**src/rtl/ctrl_types_pkg.sv**
```systemverilog
// Shared types for the cache request arbiter.
//   operation_e : operations a requester can send to the cache controller.
//                 NOP is fixed at encoding 0, so an idle bus reads as NOP.
//   arb_state_e : arbiter FSM states.
//   op_is_legal : 1 when an operation can be forwarded to the controller.
package ctrl_types_pkg;

    typedef enum logic [2:0] {
        NOP    = 3'd0,
        READ   = 3'd1,
        CREATE = 3'd2,
        UPDATE = 3'd3,
        DELETE = 3'd4
    } operation_e;

    typedef enum logic [1:0] {
        ARB_IDLE,
        ARB_ISSUE,
        ARB_WAIT,
        ARB_RESP
    } arb_state_e;

    // NOP and the unused encodings 5..7 are answered locally with an error.
    function automatic logic op_is_legal(operation_e op);
        return (op == READ) || (op == CREATE) || (op == UPDATE) || (op == DELETE);
    endfunction

endpackage

```
**src/rtl/cache_req_arbiter_rr_pick.sv**
```systemverilog
// Combinational round-robin picker.
//   req  : request vector
//   last : index of the most recently served requester
//   gnt  : one-hot grant, first set bit searching from last+1 with wrap-around
//   idx  : binary index of gnt
//   any  : 1 when at least one request bit is set
module rr_pick #(
    parameter int NUM_REQ = 4,
    localparam int IDX_W = $clog2(NUM_REQ)
) (
    input  logic [NUM_REQ-1:0] req,
    input  logic [IDX_W-1:0]   last,
    output logic [NUM_REQ-1:0] gnt,
    output logic [IDX_W-1:0]   idx,
    output logic               any
);

    logic [IDX_W-1:0] cand;

    always_comb begin
        gnt  = '0;
        idx  = '0;
        any  = 1'b0;
        cand = '0;
        // i runs 1..NUM_REQ so the last-served requester is checked last.
        for (int i = 1; i <= NUM_REQ; i++) begin
            cand = IDX_W'((int'(last) + i) % NUM_REQ);
            if (!any && req[cand]) begin
                any       = 1'b1;
                idx       = cand;
                gnt[cand] = 1'b1;
            end
        end
    end

endmodule

```
**src/rtl/cache_req_arbiter.sv**
```systemverilog
// Shares one cache controller between NUM_REQ requesters.
// One operation is in flight at a time; requesters are picked round-robin,
// the operation is sent as a one-cycle op_out pulse, and the requester gets a
// one-cycle response pulse when the controller reports done/error or when
// the arbiter gives up after TIMEOUT cycles in WAIT.
//
// Ports:
//   clk, rst_n   clock, asynchronous active-low reset
//   req_valid    per-requester request valid
//   req_op       per-requester operation (packed array of operation_e)
//   req_ready    one-hot accept, only ever high in IDLE
//   resp_valid   one-hot response pulse
//   resp_error   qualifies resp_valid: error, timeout or illegal op
//   op_out       operation to the controller, NOP except in ISSUE
//   ctrl_done    controller success pulse (only looked at in WAIT)
//   ctrl_error   controller error pulse (only looked at in WAIT)
//   ctrl_abort   one-cycle pulse on timeout
//   busy         high whenever the FSM is not in IDLE
//   grant_idx    current or last granted requester
//
// state     | meaning
// ----------+---------------------------------------------------------
// ARB_IDLE  | pick a requester, latch its op; illegal op -> ARB_RESP
// ARB_ISSUE | drive op_out for one cycle, clear the timeout counter
// ARB_WAIT  | wait for ctrl_done / ctrl_error, abort at TIMEOUT-1
// ARB_RESP  | pulse resp_valid[g], record g as last grant
module cache_req_arbiter
    import ctrl_types_pkg::*;
#(
    parameter int NUM_REQ = 4,
    parameter int TIMEOUT = 64,
    localparam int IDX_W = $clog2(NUM_REQ)
) (
    input  logic                   clk,
    input  logic                   rst_n,
    input  logic [NUM_REQ-1:0]     req_valid,
    input  operation_e [NUM_REQ-1:0] req_op,
    output logic [NUM_REQ-1:0]     req_ready,
    output logic [NUM_REQ-1:0]     resp_valid,
    output logic                   resp_error,
    output operation_e             op_out,
    input  logic                   ctrl_done,
    input  logic                   ctrl_error,
    output logic                   ctrl_abort,
    output logic                   busy,
    output logic [IDX_W-1:0]       grant_idx
);

    localparam int CNT_W = $clog2(TIMEOUT);

    arb_state_e       state_q, state_d;
    logic [IDX_W-1:0] g_q, g_d;
    logic [IDX_W-1:0] last_q, last_d;
    operation_e       op_q, op_d;
    logic             err_q, err_d;
    logic [CNT_W-1:0] cnt_q, cnt_d;

    logic [NUM_REQ-1:0] pick_gnt;
    logic [IDX_W-1:0]   pick_idx;
    logic               pick_any;

    rr_pick #(.NUM_REQ(NUM_REQ)) u_rr_pick (
        .req  (req_valid),
        .last (last_q),
        .gnt  (pick_gnt),
        .idx  (pick_idx),
        .any  (pick_any)
    );

    always_ff @(posedge clk or negedge rst_n) begin
        if (!rst_n) begin
            state_q <= ARB_IDLE;
            g_q     <= '0;
            last_q  <= IDX_W'(NUM_REQ - 1);
            op_q    <= NOP;
            err_q   <= 1'b0;
            cnt_q   <= '0;
        end else begin
            state_q <= state_d;
            g_q     <= g_d;
            last_q  <= last_d;
            op_q    <= op_d;
            err_q   <= err_d;
            cnt_q   <= cnt_d;
        end
    end

    always_comb begin
        state_d    = state_q;
        g_d        = g_q;
        last_d     = last_q;
        op_d       = op_q;
        err_d      = err_q;
        cnt_d      = cnt_q;
        req_ready  = '0;
        resp_valid = '0;
        resp_error = 1'b0;
        op_out     = NOP;
        ctrl_abort = 1'b0;

        case (state_q)
            ARB_IDLE: begin
                // The picker only selects valid requesters, so pick_any
                // means the ready bit meets a valid bit: a transfer.
                req_ready = pick_gnt;
                if (pick_any) begin
                    g_d  = pick_idx;
                    op_d = req_op[pick_idx];
                    if (op_is_legal(req_op[pick_idx])) begin
                        err_d   = 1'b0;
                        state_d = ARB_ISSUE;
                    end else begin
                        err_d   = 1'b1;
                        state_d = ARB_RESP;
                    end
                end
            end
            ARB_ISSUE: begin
                op_out  = op_q;
                cnt_d   = '0;
                state_d = ARB_WAIT;
            end
            ARB_WAIT: begin
                cnt_d = cnt_q + CNT_W'(1);
                // Controller status beats the timeout; error beats done.
                if (ctrl_error) begin
                    err_d   = 1'b1;
                    state_d = ARB_RESP;
                end else if (ctrl_done) begin
                    err_d   = 1'b0;
                    state_d = ARB_RESP;
                end else if (cnt_q == CNT_W'(TIMEOUT - 1)) begin
                    ctrl_abort = 1'b1;
                    err_d      = 1'b1;
                    state_d    = ARB_RESP;
                end
            end
            ARB_RESP: begin
                resp_valid[g_q] = 1'b1;
                resp_error      = err_q;
                last_d          = g_q;
                state_d         = ARB_IDLE;
            end
            default: state_d = ARB_IDLE;
        endcase
    end

    assign busy      = (state_q != ARB_IDLE);
    assign grant_idx = g_q;

endmodule

```
**config.mk**
```make
export PLATFORM = sky130hd
export DESIGN_NAME = cache_req_arbiter
export DESIGN_NICKNAME = d
export VERILOG_FILES = /design/src/rtl/ctrl_types_pkg.sv /design/src/rtl/cache_req_arbiter_rr_pick.sv /design/src/rtl/cache_req_arbiter.sv
export SDC_FILE = /design/constraint.sdc
export NUM_CORES = 1
export LEC_CHECK = 0
export CAP_MARGIN = 10
export CORE_UTILIZATION = 44
export DETAILED_ROUTE_END_ITERATION = 7
export PLACE_DENSITY = 0.75
export SLEW_MARGIN = 40
export SYNTH_ARGS = -nofsm -noshare
export SYNTH_HDL_FRONTEND = slang
export SYNTH_SLANG_ARGS = --single-unit
```
**constraint.sdc**
```tcl
create_clock -name clk -period 2.2 [get_ports clk]
set_input_delay 0.33 -clock clk [delete_from_list [all_inputs] [get_ports clk]]
set_output_delay 0.33 -clock clk [all_outputs]
set_load 0.05 [all_outputs]
```
==> changes_impl.md, run 1 <==
## Implementation

* Post-placement cell count at 276
* Tightest Pin Transition at 0.683 ns
* Mapped Area at 1530 sq um
* Power consumption at 3.13 mW
* Yosys Warn Count at 0
* Worst Setup SP: last_q[0]
* Violations in the final reports: negative setup slack
* Total congestion overflow after global routing at 0
* Clock buffer depth at 2
* Fin Clk Skew at 0.00885 ns
* Final cell count without fillers at 282
* Core ar. at 3340 sq um
* Post-synth EDFFs at 0
* Final-layout worst hold slack at 0.449 ns
* Path type of the worst min-delay path: in -> async
* Post-route DRC violation count at 0
* Post-CTS Hold Buffers at 0
* Via-per-instance ratio at 5.51
* Post-synthesis cell type with the largest combined area: sky130_fd_sc_hd__dfrtp_1
* Fraction of layout cells with a size suffix above 1 at 0.309
* Cell count after synthesis at 175
* Unrepaired setup endpoints after global routing: yes
* Max transition margin at 0.543
* Nature of the critical path endpoint: primary output
* Setup WS post-layout at -0.421 ns
* Number of cell instances on the worst register-to-register path at 7
* Number of register bits inferred by synthesis at 16
* Layout net count at 270
* Finished Cell Area at 2290 sq um
* Nets in the synthesized netlist at 208
* CP Data Arrival Time at 2.29 ns
* Run status: finished, violations left
* Area added between synthesis and finish at 49.2%
* Area after DPL at 2180 sq um
* Die Span X at 61.0 um
* First DRT Iteration DRCs at 77
* Count of antenna diodes in the layout at 0
* Max H-tree Level at 1
* GR Util All Layers at 0.229
* Number of endpoints failing setup at the final stage at 5
* Quantity of gates resized following cts at 10
[run 1: worst max-delay path: stages (launching register included)]
cell,delay (ns)
sky130_fd_sc_hd__dfstp_2,0.63
sky130_fd_sc_hd__clkinvlp_4,0.14
sky130_fd_sc_hd__ha_4,0.25
sky130_fd_sc_hd__or2_4,0.24
sky130_fd_sc_hd__a21oi_4,0.15
sky130_fd_sc_hd__a22o_1,0.18
sky130_fd_sc_hd__mux2i_2,0.09
sky130_fd_sc_hd__a21oi_4,0.16
sky130_fd_sc_hd__buf_12,0.15
[run 1: logic make-up after synthesis]
kind of cell	after synthesis	share of synthesized area
xor gates and xnor gates	5	0.0285
buffers and inverters	18	0.0758
and+or+nand+nor	62	0.201
AOI/OAI and AO/OA	44	0.202
adders and majority gates	13	0.106
DFF	16	0.263
muxes	17	0.123
[run 1: layout make-up]
| type | count | area [sq um] |
|---|---|---|
| inverters | 11 | 46.3 |
| well taps | 46 | 57.6 |
| clock buffers | 4 | 36.3 |
| repair buffers | 64 | 612 |
| multi-input cells | 141 | 1130 |
| flip-flops and latches | 16 | 403 |
| fillers | 279 | 1050 |
[run 1: cell usage in the layout (no fill, tap or decap), types with 2 or more instances in the layout]
cell / n
sky130_fd_sc_hd__a21oi_1: 5
sky130_fd_sc_hd__a21oi_4: 5
sky130_fd_sc_hd__a22o_1: 4
sky130_fd_sc_hd__and2_1: 4
sky130_fd_sc_hd__and3_1: 3
sky130_fd_sc_hd__and3b_1: 2
sky130_fd_sc_hd__buf_12: 6
sky130_fd_sc_hd__buf_4: 36
sky130_fd_sc_hd__clkbuf_4: 3
sky130_fd_sc_hd__clkdlybuf4s50_1: 21
sky130_fd_sc_hd__dfrtp_1: 14
sky130_fd_sc_hd__dfstp_2: 2
sky130_fd_sc_hd__ha_1: 11
sky130_fd_sc_hd__inv_1: 9
sky130_fd_sc_hd__mux2i_1: 9
sky130_fd_sc_hd__mux2i_2: 5
sky130_fd_sc_hd__nand2_1: 21
sky130_fd_sc_hd__nand3_1: 3
sky130_fd_sc_hd__nor2_1: 13
sky130_fd_sc_hd__nor2b_1: 3
sky130_fd_sc_hd__nor3_1: 2
sky130_fd_sc_hd__o211ai_1: 2
sky130_fd_sc_hd__o21ai_0: 8
sky130_fd_sc_hd__o221ai_1: 3
sky130_fd_sc_hd__o22ai_1: 2
sky130_fd_sc_hd__or3_1: 2
sky130_fd_sc_hd__xor2_1: 5
[run 1: power breakdown]
group / switching [mW] / total (mW) / internal (mW)
combinational: 1.32 / 2.41 / 1.10
clock: 0.0927 / 0.193 / 0.101
sequential: 0.106 / 0.522 / 0.416
total: 1.51 / 3.13 / 1.61
[run 1: metal layers]
| layer | part of all wire | routed length (um) | vias up | GRT usage |
|---|---|---|---|---|
| met5 | 0 | 0 | - | 0 |
| met4 | 0.0037 | 15 | 0 | 0.0455 |
| met3 | 0.031 | 126 | 2 | 0.0189 |
| met2 | 0.54 | 2210 | 44 | 0.433 |
| met1 | 0.43 | 1750 | 757 | 0.284 |
| li1 | - | - | 751 | - |
[run 1: sequential cells by signal (all words and copies together), names as in the netlist]
register   flops
state_q        2
err_q          1
grant_idx      2
last_q         2
cnt_q          6
op_q           3
**Run 1: close-up of the layout**

Region (11, 0) to (51, 40) um. Cells in grey, sequential cells in the stronger grey; small squares are vias.
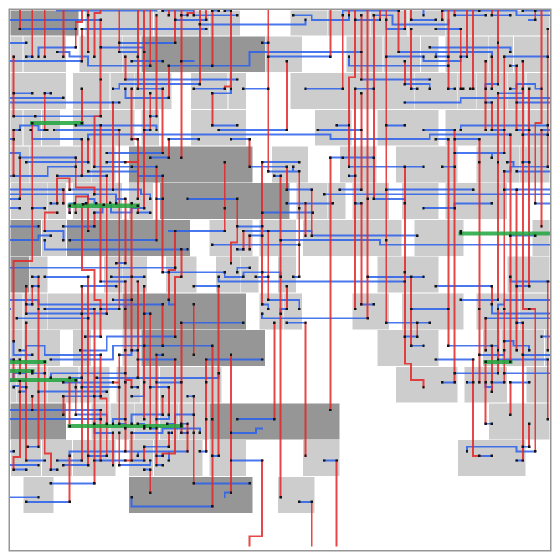
Key: met2 = red; met3 = green; met1 = blue
Most frequent: buf_4 (16), nand2_1 (12), ha_1 (11). 117 logic cells have their middle in the window. Sequential cells in the window: 9. Netlist names of flops here include `cnt_q` (3), `grant_idx` (2), `last_q` (2).

**Run 1: routed clock nets over the placement**

The bar under the picture is 20 um long.
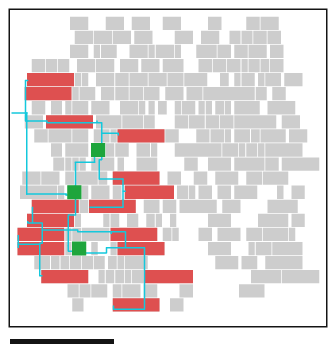
Key: flip-flops = red [count 16]; clock wires = cyan [length 185 um]; cells driving clock nets = green [count 3]
There are 4 routed clock nets.

**Run 1: metal layers overlaid**

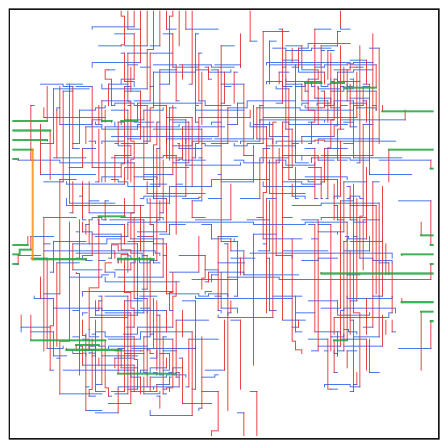
Key: met4 = orange [wire length 15.6 um]; met3 = green [wire length 127 um]; met1 = blue [wire length 1,750 um]; met2 = red [wire length 2,210 um]

**Run 1: met3 routing**

The bar under the picture is 20 um long.
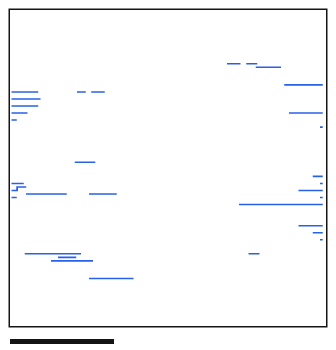
The longest straight run is 15.9 um. The layer holds 3.1% of the routed length. 31 nets have wire on it.
Vias: 1,554
met3 Resource Use GR: 0.0189
Total Routed Length: 4100 um

**Run 1: cell outlines without signal wires**

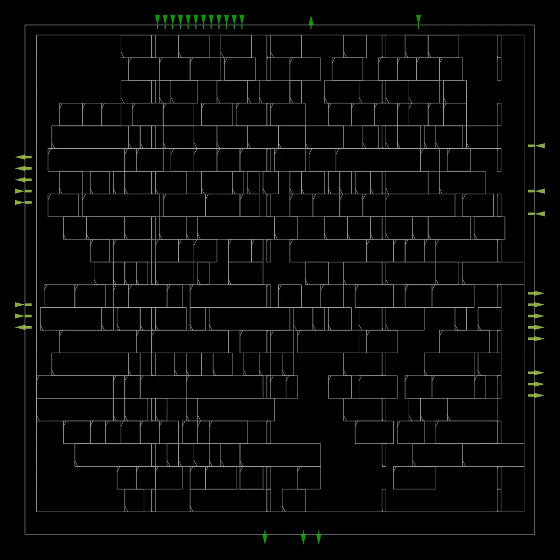

## Run 2: what changed since run 1
- SKIP_CTS_REPAIR_TIMING: default -> 1
**Run 2: cell outlines without signal wires**

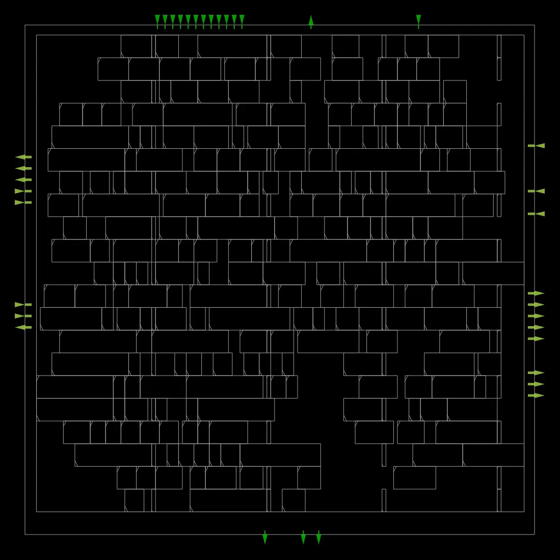
final cell count without fillers: 280
number of fill cells: 268
register share of the cell area: 0.173

**Run 2: close-up of the layout**

Region (11, 0) to (51, 40) um. Cells in grey, sequential cells in the stronger grey; small squares are vias.
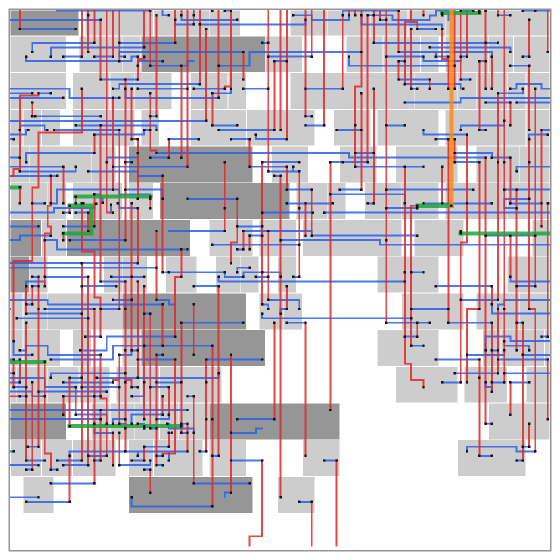
Key: met2 = red; met4 = orange; met1 = blue; met3 = green
Most frequent: buf_4 (15), nand2_1 (12), ha_1 (11). 118 logic cells have their middle in the window. Sequential cells in the window: 9. Netlist names of flops here include `cnt_q` (3), `grant_idx` (2), `last_q` (2).

**Run 2: metal layers overlaid**

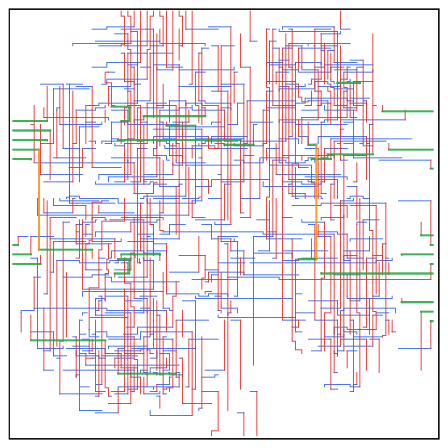
Key: met1 = blue [wire length 1,750 um]; met4 = orange [wire length 30.6 um]; met3 = green [wire length 164 um]; met2 = red [wire length 2,260 um]
Total Routed Length: 4200 um
GR Util All Layers: 0.226

==> run 2 against run 1 <==
  * The run still ends with negative setup slack left
  * Clock-buffer cell count stayed put
  * Clock power barely moved
  * Cell count is 0.71% lower
  * Sequential share of layout area is 0.26 points lower
  * Via count down 0.51%
  * Sequential cell count did not move
  * Global-route usage down 0.31 points
==> changes_impl.md, run 2 <==
## Implementation

* Post-placement cell count at 276 (unchanged)
* Via-per-instance ratio at 5.52 (was 5.51)
* Clock buffer depth at 2 (unchanged)
* Run status: finished, violations left (unchanged)
* Count of antenna diodes in the layout at 0 (unchanged)
* Yosys Warn Count at 0 (unchanged)
* Tightest Pin Transition at 0.689 ns (was 0.683 ns)
* Number of endpoints failing setup at the final stage at 6 (was 5)
* Core ar. at 3340 sq um (unchanged)
* Finished Cell Area at 2320 sq um (was 2290 sq um)
* Post-route DRC violation count at 0 (unchanged)
* Post-synthesis cell type with the largest combined area: sky130_fd_sc_hd__dfrtp_1 (unchanged)
* Number of cell instances on the worst register-to-register path at 8 (was 7)
* Mapped Area at 1530 sq um (unchanged)
* Max transition margin at 0.539 (was 0.543)
* Area added between synthesis and finish at 51.4% (was 49.2%)
* Total congestion overflow after global routing at 0 (unchanged)
* Layout net count at 268 (was 270)
* Violations in the final reports: negative setup slack (unchanged)
* Setup WS post-layout at -0.396 ns (was -0.421 ns)
* Number of register bits inferred by synthesis at 16 (unchanged)
* Largest Register: cnt_q (unchanged)
* Vias at 1,546 (was 1,554)
[run 2: critical path, stage by stage, from the launching register on]
cell and delay (ns):
sky130_fd_sc_hd__dfstp_2 0.63, sky130_fd_sc_hd__clkinvlp_4 0.14, sky130_fd_sc_hd__ha_4 0.25, sky130_fd_sc_hd__or2_4 0.24, sky130_fd_sc_hd__a21oi_4 0.16, sky130_fd_sc_hd__a22o_1 0.17, sky130_fd_sc_hd__mux2i_2 0.09, sky130_fd_sc_hd__a21oi_4 0.16
sky130_fd_sc_hd__buf_12 0.15
[run 2: layout make-up]
type	instances	area [sq um]
multi-input cells	141	1170
fillers	268	1010
repair buffers	62	604
flip-flops and latches	16	403
well taps	46	57.6
inverters	11	46.3
clock buffers	4	36.3
[run 2: worst max path at each step]
stage                         to  slack, ns  cells after the start
finish              req_ready[2]      -0.40                      8
detailed placement  req_ready[2]      -0.29                      7
CTS                 req_ready[2]      -0.43                      8
global route        req_ready[3]      -0.48                      8
floorplan           req_ready[2]      -0.20                      8
global placement    req_ready[3]      -0.21                      6
[run 2: cells by family (layout without fill, tap and decap cells)]
group	after synthesis	after routing	synth area share
buffers and inverters	18	77	0.0758
multiplexers	17	17	0.123
AND-OR/OR-AND	44	44	0.202
flip-flops	16	16	0.263
XOR/XNOR	5	5	0.0285
adder cells (fa/ha/maj)	13	13	0.106
AND/OR/NAND/NOR	62	62	0.201
[run 2: per-layer routing]
layer / GRT usage / vias up / wire, um
li1: - / 749 / -
met1: 0.285 / 747 / 1750
met2: 0.421 / 46 / 2260
met3: 0.0189 / 4 / 164
met4: 0.0455 / 0 / 30
met5: 0 / - / 0
[run 2: report_power, final]
part,switching [mW],internal (mW),leakage (nW)
registers,0.106,0.416,0.200
clock network,0.0913,0.101,0.0210
logic,1.35,1.12,0.777
total,1.55,1.63,0.997
[run 2: metrics by stage]
stage	power (mW)	TNS, ns	util
final	3.18	-1.67	0.696
after detailed placement	2.77	-2.08	0.654
after global routing	3.38	-2.44	0.696
after CTS	2.97	-2.03	0.665
after global placement	2.69	-1.71	0.654
after floorplan	2.04	-0.863	-
**Run 2: routed clock nets over the placement**

The bar under the picture is 20 um long.
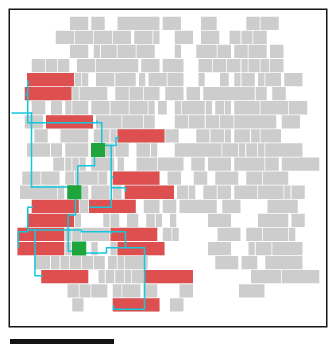

## Run 3: what changed since run 2
- MAX_ROUTING_LAYER: default -> met4
**Run 3: routed clock nets over the placement**

The bar under the picture is 20 um long.
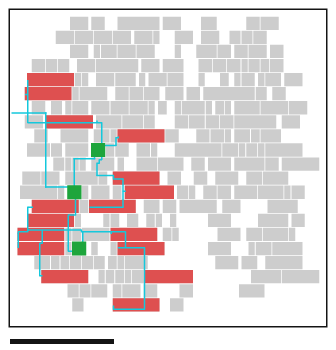
proportion of power drawn by the clock network: 0.060
Fin Clk Skew: 0.00454 ns
clock latency reported for the late side of the worst-skew pair: 0.28 ns
power drawn by the clock network: 0.192 mW

**Run 3: close-up of the layout**

Region (11, 0) to (51, 40) um. Cells in grey, sequential cells in the stronger grey; small squares are vias.
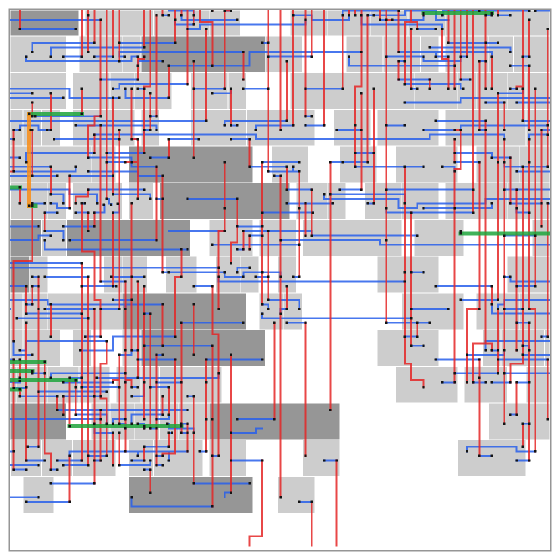
Key: met2 = red; met3 = green; met1 = blue; met4 = orange
Sequential cells in the window: 9. Netlist names of flops here include `cnt_q` (3), `grant_idx` (2), `last_q` (2). Most frequent: buf_4 (15), nand2_1 (12), ha_1 (11). 118 logic cells have their middle in the window.

==> run 3 against run 2 <==
  * The flow still finishes with violations (negative setup slack)
  * Clock skew decreased by 0.0031 ns
  * Maximum frequency barely moved
  * Cell area unchanged
  * Die size did not move
  * Worst hold slack hardly changed
  * Total power about the same
  * Utilization is the same
  * Synthesized cell count stayed put
  * Largest power group unchanged
==> changes_impl.md, run 3 <==
## Implementation

* Cell breakdown of the critical path: mux4_2 -> a21oi_4 -> a22o_1 -> mux2i_2 -> a21oi_4 -> buf_12 (was clkinvlp_4 -> ha_4 -> or2_4 -> a21oi_4 -> a22o_1 -> mux2i_2 -> a21oi_4 -> buf_12)
* Count of antenna diodes in the layout at 0 (unchanged)
* Path type of the worst min-delay path: in -> async (unchanged)
* CP Data Arrival Time at 2.27 ns (about the same)
* Die Span X at 61.0 um (unchanged)
* Nature of the critical path endpoint: primary output (unchanged)
* Clock buffer depth at 2 (unchanged)
* Setup WS post-layout at -0.399 ns (was -0.396 ns)
* Fmax achieved at 385 MHz (about the same)
* Core ar. at 3340 sq um (unchanged)
* Total Routed Length at 4190 um (was 4200 um)
* Largest registers in the final layout: cnt_q (6), op_q (3) (unchanged)
* Max H-tree Level at 1 (unchanged)
* Post-synth EDFFs at 0 (unchanged)
* Mapped Area at 1530 sq um (unchanged)
* First DRT Iteration DRCs at 89 (was 61)
* Nets in the synthesized netlist at 208 (unchanged)
* Tightest Pin Transition at 0.692 ns (was 0.689 ns)
* Violations in the final reports: negative setup slack (unchanged)
* Number of endpoints failing setup at the final stage at 6 (unchanged)
* Total congestion overflow after global routing at 0 (unchanged)
* Commonest non-fill, non-tap cells in the layout: sky130_fd_sc_hd__buf_4 (32), sky130_fd_sc_hd__nand2_1 (21), sky130_fd_sc_hd__clkdlybuf4s50_1 (21), sky130_fd_sc_hd__dfrtp_1 (14), sky130_fd_sc_hd__nor2_1 (13) (unchanged)
* Vias at 1,549 (was 1,546)
* Largest Register: cnt_q (unchanged)
* Library cell contributing the largest single delay on the critical path: sky130_fd_sc_hd__dfstp_2 (unchanged)
* Fraction of the core area covered by cells at the end of the flow at 0.696 (unchanged)
* Family with the most delay on the worst path: multiplexers (was flip-flops)
* Number of flip-flops in the largest register at 6 (unchanged)
* Post-synthesis cell type with the largest combined area: sky130_fd_sc_hd__dfrtp_1 (unchanged)
* Via-per-instance ratio at 5.53 (was 5.52)
* Unrepaired setup endpoints after global routing: yes (unchanged)
* GR Util All Layers at 0.233 (was 0.226)
* Run status: finished, violations left (unchanged)
* Number of cell instances on the worst register-to-register path at 8 (unchanged)
* Fraction of layout cells with a size suffix above 1 at 0.325 (unchanged)
* Post-route DRC violation count at 0 (unchanged)
* Total Negative Setup Slacks at -1.68 ns (was -1.67 ns)
* Cell count after synthesis at 175 (unchanged)
* Path type of the worst setup path: reg -> out (unchanged)
* Layout net count at 268 (unchanged)
**Run 3: metal layers overlaid**

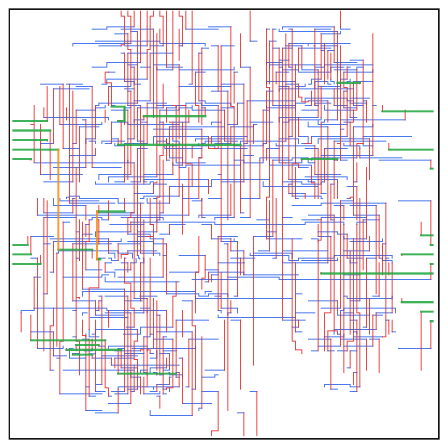
Key: met2 = red [wire length 2,280 um]; met4 = orange [wire length 21.1 um]; met3 = green [wire length 155 um]; met1 = blue [wire length 1,730 um]

run 3: cell counts after synthesis:
Identical to the previous run, type by type.
run 3: worst register-to-register path: stages (launching register included):
cell and delay [ns]:
sky130_fd_sc_hd__dfstp_2 0.63, sky130_fd_sc_hd__clkinvlp_4 0.14, sky130_fd_sc_hd__ha_4 0.25, sky130_fd_sc_hd__a21oi_1 0.15, sky130_fd_sc_hd__o311ai_1 0.17, sky130_fd_sc_hd__a211oi_2 0.27
sky130_fd_sc_hd__nor2_1 0.07, sky130_fd_sc_hd__a32o_1 0.21, sky130_fd_sc_hd__a222oi_1 0.29
run 3: per-layer routing:
metal | share of wire | GRT usage
met2 | 0.54 | 0.424
met3 | 0.037 | 0.0189
met4 | 0.0050 | 0.0455
met5 | 0 | -
met1 | 0.41 | 0.282
run 3: power by group:
| part | switching [mW] | internal [mW] | total, mW | leakage, nW |
|---|---|---|---|---|
| combinational | 1.35 | 1.12 | 2.47 | 0.777 |
| clock | 0.0913 | 0.101 | 0.192 | 0.0210 |
| sequential | 0.106 | 0.416 | 0.522 | 0.200 |
run 3: layout make-up:
| class | instances | area [sq um] |
|---|---|---|
| multi-input cells | 141 | 1170 |
| clock buffers | 4 | 36.3 |
| flip-flops and latches | 16 | 403 |
| fillers | 268 | 1010 |
| repair buffers | 62 | 604 |
| well taps | 46 | 57.6 |
| inverters | 11 | 46.3 |
run 3: cells by family after synthesis:
kind of cell	count (synthesis)	synth area share
adder cells (fa/ha/maj)	13	0.106
multiplexers	17	0.123
buffers and inverters	18	0.0758
XOR/XNOR	5	0.0285
flip-flops	16	0.263
AND/OR/NAND/NOR	62	0.201
AND-OR/OR-AND	44	0.202
run 3: worst max-delay path by stage:
stage	from	end	cells after the start
6_report	last_q[0]	req_ready[2]	6
5_1_grt	last_q[0]	req_ready[3]	8
4_1_cts	last_q[0]	req_ready[2]	8
3_5_place_dp	req_valid[1]	req_ready[2]	7
3_3_place_gp	req_valid[1]	req_ready[3]	6
2_1_floorplan	last_q[0]	req_ready[2]	8
run 3: metrics by stage:
stage | setup WS (ns) | std cells | total power, mW | hold WS (ns) | instance area (sq um)
2_1_floorplan | -0.203 | 175 | 2.04 | 0.0344 | 1610
3_3_place_gp | -0.212 | 276 | 2.69 | 0.480 | 2180
3_5_place_dp | -0.288 | 276 | 2.77 | 0.476 | 2180
4_1_cts | -0.433 | 280 | 2.97 | 0.479 | 2220
5_1_grt | -0.484 | 280 | 3.38 | 0.505 | 2320
6_report | -0.399 | 280 | 3.18 | 0.455 | 2320
No activity file was given, so power comes from the tool's default toggle rates.
